$ cat config.mk
export PLATFORM = sky130hd
export DESIGN_NAME = mem_handshake_unit_flat
export DESIGN_NICKNAME = d
export VERILOG_FILES = /design/src/rtl/mem_pkg.sv /design/src/rtl/mem_handshake_unit_if.sv /design/src/rtl/mem_array.sv /design/src/rtl/mem_handshake_unit.sv /design/src/flat_wrapper.sv
export SDC_FILE = /design/constraint.sdc
export NUM_CORES = 2
export LEC_CHECK = 0
export CAP_MARGIN = 20
export CELL_PAD_IN_SITES_DETAIL_PLACEMENT = 0
export CELL_PAD_IN_SITES_GLOBAL_PLACEMENT = 1
export CORE_MARGIN = 2
export CORE_UTILIZATION = 64
export CTS_BUF_LIST = sky130_fd_sc_hd__clkbuf_8
export DETAILED_ROUTE_END_ITERATION = 7
export DONT_BUFFER_PORTS = 1
export PLACE_DENSITY = 0.89
export SYNTH_ARGS = -nofsm -noshare
export SYNTH_HDL_FRONTEND = slang
export SYNTH_SLANG_ARGS = --single-unit
$ cat constraint.sdc
create_clock -name clock -period 8.8 [get_ports clock]
set_input_delay 1.32 -clock clock [delete_from_list [all_inputs] [get_ports clock]]
set_output_delay 1.32 -clock clock [all_outputs]
set_load 0.02 [all_outputs]
$ cat src/rtl/mem_pkg.sv
// Shared types and constants for the memory handshake unit.
package mem_pkg;

    localparam int unsigned WORD_W = 16;

    localparam logic OP_READ  = 1'b0;
    localparam logic OP_WRITE = 1'b1;

    typedef enum logic [1:0] {
        IDLE = 2'd0,
        WAIT = 2'd1,
        DONE = 2'd2
    } state_e;

endpackage

$ cat src/rtl/mem_handshake_unit_if.sv
// Controller-to-memory bus: request strobes, MAR/MDR contents and the MFC handshake.
interface mem_handshake_unit_if;
    import mem_pkg::*;

    logic              read;
    logic              write;
    logic [WORD_W-1:0] addr;
    logic [WORD_W-1:0] wdata;
    logic [WORD_W-1:0] rdata;
    logic              MFC;
    logic              busy;
    logic              err;

    modport master (
        output read, write, addr, wdata,
        input  rdata, MFC, busy, err
    );

    modport slave (
        input  read, write, addr, wdata,
        output rdata, MFC, busy, err
    );

endinterface

$ cat src/rtl/mem_array.sv
// Synchronous single-port word RAM. The array itself is never cleared; only the read register
// resets.
module mem_array
    import mem_pkg::*;
#(
    parameter int unsigned DEPTH_LOG2 = 8
) (
    input  logic                  clock,
    input  logic                  reset,
    input  logic                  we,
    input  logic                  re,
    input  logic [DEPTH_LOG2-1:0] addr,
    input  logic [WORD_W-1:0]     wdata,
    output logic [WORD_W-1:0]     rdata
);

    logic [WORD_W-1:0] r_mem [2**DEPTH_LOG2];
    logic [WORD_W-1:0] r_rdata;

    always_ff @(posedge clock) begin
        if (we) begin
            r_mem[addr] <= wdata;
        end
    end

    // Read register only moves on a read completion, so it holds between accesses.
    always_ff @(posedge clock or negedge reset) begin
        if (!reset) begin
            r_rdata <= '0;
        end else if (re) begin
            r_rdata <= r_mem[addr];
        end
    end

    assign rdata = r_rdata;

endmodule

$ cat src/rtl/mem_handshake_unit.sv
// Request FSM, wait-state counter and four-phase MFC handshake in front of mem_array.
// Optional macro MEM_BOUNDS_CHECK_EN: out-of-range addresses complete with err instead of wrapping.
module mem_handshake_unit
    import mem_pkg::*;
#(
    parameter int unsigned DEPTH_LOG2  = 8,
    parameter int unsigned WAIT_CYCLES = 2
) (
    input  logic                  clock,
    input  logic                  reset,
    mem_handshake_unit_if.slave   bus
);

    localparam int unsigned CNT_W = 4;

    state_e                r_state;
    state_e                w_state_nxt;
    logic [CNT_W-1:0]      r_cnt;
    logic [CNT_W-1:0]      w_cnt_nxt;
    logic                  r_err;
    logic                  w_err_nxt;
    logic [DEPTH_LOG2-1:0] r_addr;
    logic [WORD_W-1:0]     r_wdata;
    logic                  r_op;
    logic                  w_accept;
    logic                  w_complete;
    logic                  w_access;
    logic                  w_we;
    logic                  w_re;
    logic [WORD_W-1:0]     w_ram_rdata;

    assign w_accept   = (r_state == IDLE) && (bus.read ^ bus.write);
    assign w_complete = (r_state == WAIT) && (r_cnt == '0);

`ifdef MEM_BOUNDS_CHECK_EN
    logic r_oob;

    always_ff @(posedge clock or negedge reset) begin
        if (!reset) begin
            r_oob <= 1'b0;
        end else if (w_accept) begin
            r_oob <= (bus.addr >> DEPTH_LOG2) != '0;
        end
    end

    assign w_access = w_complete && !r_oob;
`else
    logic w_unused_addr;
    assign w_unused_addr = ^bus.addr[WORD_W-1:DEPTH_LOG2];
    assign w_access      = w_complete;
`endif

    assign w_we = w_access && (r_op == OP_WRITE);
    assign w_re = w_access && (r_op == OP_READ);

    always_comb begin
        w_state_nxt = r_state;
        w_cnt_nxt   = r_cnt;
        w_err_nxt   = 1'b0;
        unique case (r_state)
            IDLE: begin
                if (bus.read && bus.write) begin
                    w_err_nxt = 1'b1;
                end else if (bus.read ^ bus.write) begin
                    w_state_nxt = WAIT;
                    w_cnt_nxt   = CNT_W'(WAIT_CYCLES - 1);
                end
            end
            WAIT: begin
                if (r_cnt == '0) begin
                    w_state_nxt = DONE;
`ifdef MEM_BOUNDS_CHECK_EN
                    w_err_nxt   = r_oob;
`endif
                end else begin
                    w_cnt_nxt = r_cnt - 1'b1;
                end
            end
            DONE: begin
                if (!bus.read && !bus.write) begin
                    w_state_nxt = IDLE;
                end
            end
            default: w_state_nxt = IDLE;
        endcase
    end

    always_ff @(posedge clock or negedge reset) begin
        if (!reset) begin
            r_state <= IDLE;
            r_cnt   <= '0;
            r_err   <= 1'b0;
        end else begin
            r_state <= w_state_nxt;
            r_cnt   <= w_cnt_nxt;
            r_err   <= w_err_nxt;
        end
    end

    // Request fields are captured once at accept; later bus changes are ignored.
    always_ff @(posedge clock or negedge reset) begin
        if (!reset) begin
            r_addr  <= '0;
            r_wdata <= '0;
            r_op    <= OP_READ;
        end else if (w_accept) begin
            r_addr  <= bus.addr[DEPTH_LOG2-1:0];
            r_wdata <= bus.wdata;
            r_op    <= bus.write ? OP_WRITE : OP_READ;
        end
    end

    mem_array #(
        .DEPTH_LOG2 (DEPTH_LOG2)
    ) u_mem_array (
        .clock (clock),
        .reset (reset),
        .we    (w_we),
        .re    (w_re),
        .addr  (r_addr),
        .wdata (r_wdata),
        .rdata (w_ram_rdata)
    );

    assign bus.rdata = w_ram_rdata;
    assign bus.MFC   = (r_state == DONE);
    assign bus.busy  = (r_state != IDLE);
    assign bus.err   = r_err;

endmodule

$ cat src/flat_wrapper.sv
// flat-port wrapper written by rule: the top's interface ports become plain ports
module mem_handshake_unit_flat import mem_pkg::*;
#(
    parameter int unsigned DEPTH_LOG2  = 8,
    parameter int unsigned WAIT_CYCLES = 2
)
  (clock, reset, bus_read, bus_write, bus_addr, bus_wdata, bus_rdata, bus_MFC, bus_busy, bus_err);
  mem_handshake_unit_if bus_i ();
  input  logic clock;
  input  logic reset;
  input wire logic [$bits(bus_i.read)-1:0] bus_read;
  input wire logic [$bits(bus_i.write)-1:0] bus_write;
  input wire logic [$bits(bus_i.addr)-1:0] bus_addr;
  input wire logic [$bits(bus_i.wdata)-1:0] bus_wdata;
  output wire logic [$bits(bus_i.rdata)-1:0] bus_rdata;
  output wire logic [$bits(bus_i.MFC)-1:0] bus_MFC;
  output wire logic [$bits(bus_i.busy)-1:0] bus_busy;
  output wire logic [$bits(bus_i.err)-1:0] bus_err;
  assign bus_i.read = bus_read;
  assign bus_i.write = bus_write;
  assign bus_i.addr = bus_addr;
  assign bus_i.wdata = bus_wdata;
  assign bus_rdata = bus_i.rdata;
  assign bus_MFC = bus_i.MFC;
  assign bus_busy = bus_i.busy;
  assign bus_err = bus_i.err;
  mem_handshake_unit #(.DEPTH_LOG2(DEPTH_LOG2), .WAIT_CYCLES(WAIT_CYCLES)) u_core (.clock(clock), .reset(reset), .bus(bus_i));
endmodule
Fig. 1: power grid
Scale: 1 px per um. Pins as bars on the die edge. Tap cells in grey.
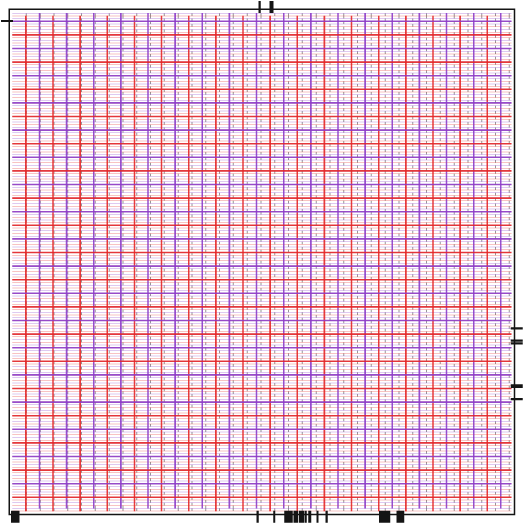
- VDD: purple
- VSS: red
- met4 straps: 36
- met5 straps: 36
- rows: 183

Fig. 2: cell classes on the final placement
Scale: 1 px per um. Fill, decap, tap and diode cells in grey.
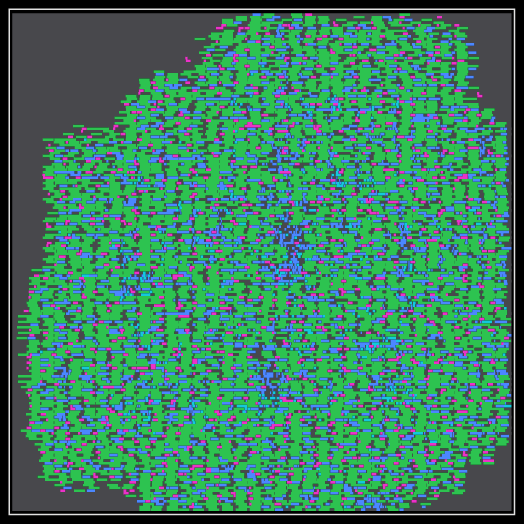
- other buffers and delay cells: cyan (cells 405)
- all other logic: blue (cells 2662)
- clock drivers and dummy loads: magenta (cells 1112)
- flip-flops: green (cells 4144)

==> results.txt <==
yosys + openroad results -> total area of multi-input combinational cells 0.0333 mm^2, Worst Path Max Fanout 43, clock tree from TritonCTS built, largest net degree at the start of global routing 194, final instance area 0.177 mm^2, M1 WL 137000 um, depth of the most critical reg-to-reg path 8, P_leak 56.5 nW, Wirelength per Cell 34.0 um, final design utilization 71.1%, final clock skew 0.108 ns, number of unique standard cell types used by synthesis 67, Min-Delay Startpoint bus_wdata[9], most used standard cells in the synthesized netlist 4096 x sky130_fd_sc_hd__edfxtp_1, 963 x sky130_fd_sc_hd__mux4_2, 367 x sky130_fd_sc_hd__mux2i_1, top cell type by total area after synthesis sky130_fd_sc_hd__edfxtp_1, Pint 38.3 mW, cell total in the yosys stat output 7228, Slew Limit Fails 0, Non-Clock Inverter Count 13, count of library flops with an enable pin 4096, layout cells sized above 1 27.7%, clk slew on worst S/H paths 0.06 ns, number of buffers inserted by port buffering 0, register containing the most flip-flops in the final layout u_core.u_mem_array.r_mem, metal3 WL 53600 um, compound-cell area share of the yosys netlist 2.45%, number of filler cells placed in the layout 13472, logic gate share of total power 29.2%, Power Sequential 26.1 mW, initial antenna violation count 19, placeable core region 0.248 mm^2, most common cell type on the critical path sky130_fd_sc_hd__buf_4, run status completed, top logic cells by instance count in the layout 4096 x sky130_fd_sc_hd__edfxtp_1, 963 x sky130_fd_sc_hd__mux4_2, 660 x sky130_fd_sc_hd__clkbuf_8, cells taking the most area after synthesis sky130_fd_sc_hd__edfxtp_1 77%, sky130_fd_sc_hd__mux4_2 14%, sky130_fd_sc_hd__mux2i_1 2.3%, Worst EP arrival 6.30 ns, Sw Share 33.5%, HPWL after detailed placement 229000 um, Seq pwr share 45.3%, launch point of the worst path u_core.r_addr[0]$_DFFE_PN0P_, share of flip-flops with an asynchronous set or reset 1.16%, XOR/XNOR Area Share 0.0110%, nature of the critical path startpoint flip-flop, post-synthesis instance area 0.160 mm^2, met1 track utilization from global routing 42.9%, clock tree sinks 4144, count of final setup violators 0, logic share of the area 18.9%, post-route worst hold slack 0.326 ns, CTS Hold Bufs 2, Plain + repair buffers 405, number of well-tap cells placed 3330, layout multi-input combinational cell count 2649, DR DRC count 0, reg-to-reg endpoint u_core.u_mem_array.rdata[10]$_DFFE_PN0P_, DR top layer met5, tool warning count 73, part of the cycle the worst path needs 60.1%, endpoint of the worst hold path u_core.r_wdata[9]$_DFFE_PN0P_, WP buf/inv 2, Tot Pwr 57.6 mW, leading cell type in the layout, fill and taps excluded sky130_fd_sc_hd__edfxtp_1, vias per inst 6.89, share of power burned in the clock network 25.5%, prevailing logic family in the synthesized netlist multiplexers, hold path cells 1, cell count after placement 10530, unrepaired setup endpoints after global routing false, depth of the critical timing path with buffers and inverters included 8, number of nets at floorplan 7268, YS warnings 0, clock-cell share of area 6.50%, max FFs per register 4096, number of buffers created by CTS 644, dominant register cell in the synthesized netlist sky130_fd_sc_hd__edfxtp_1, gate count after technology mapping 7228, Core Density at Floorplan 64.3%, post-route setup TNS 0 ns, y dimension of the die 504 um
Power figures rest on the tool's default switching activity, not on a simulated workload.
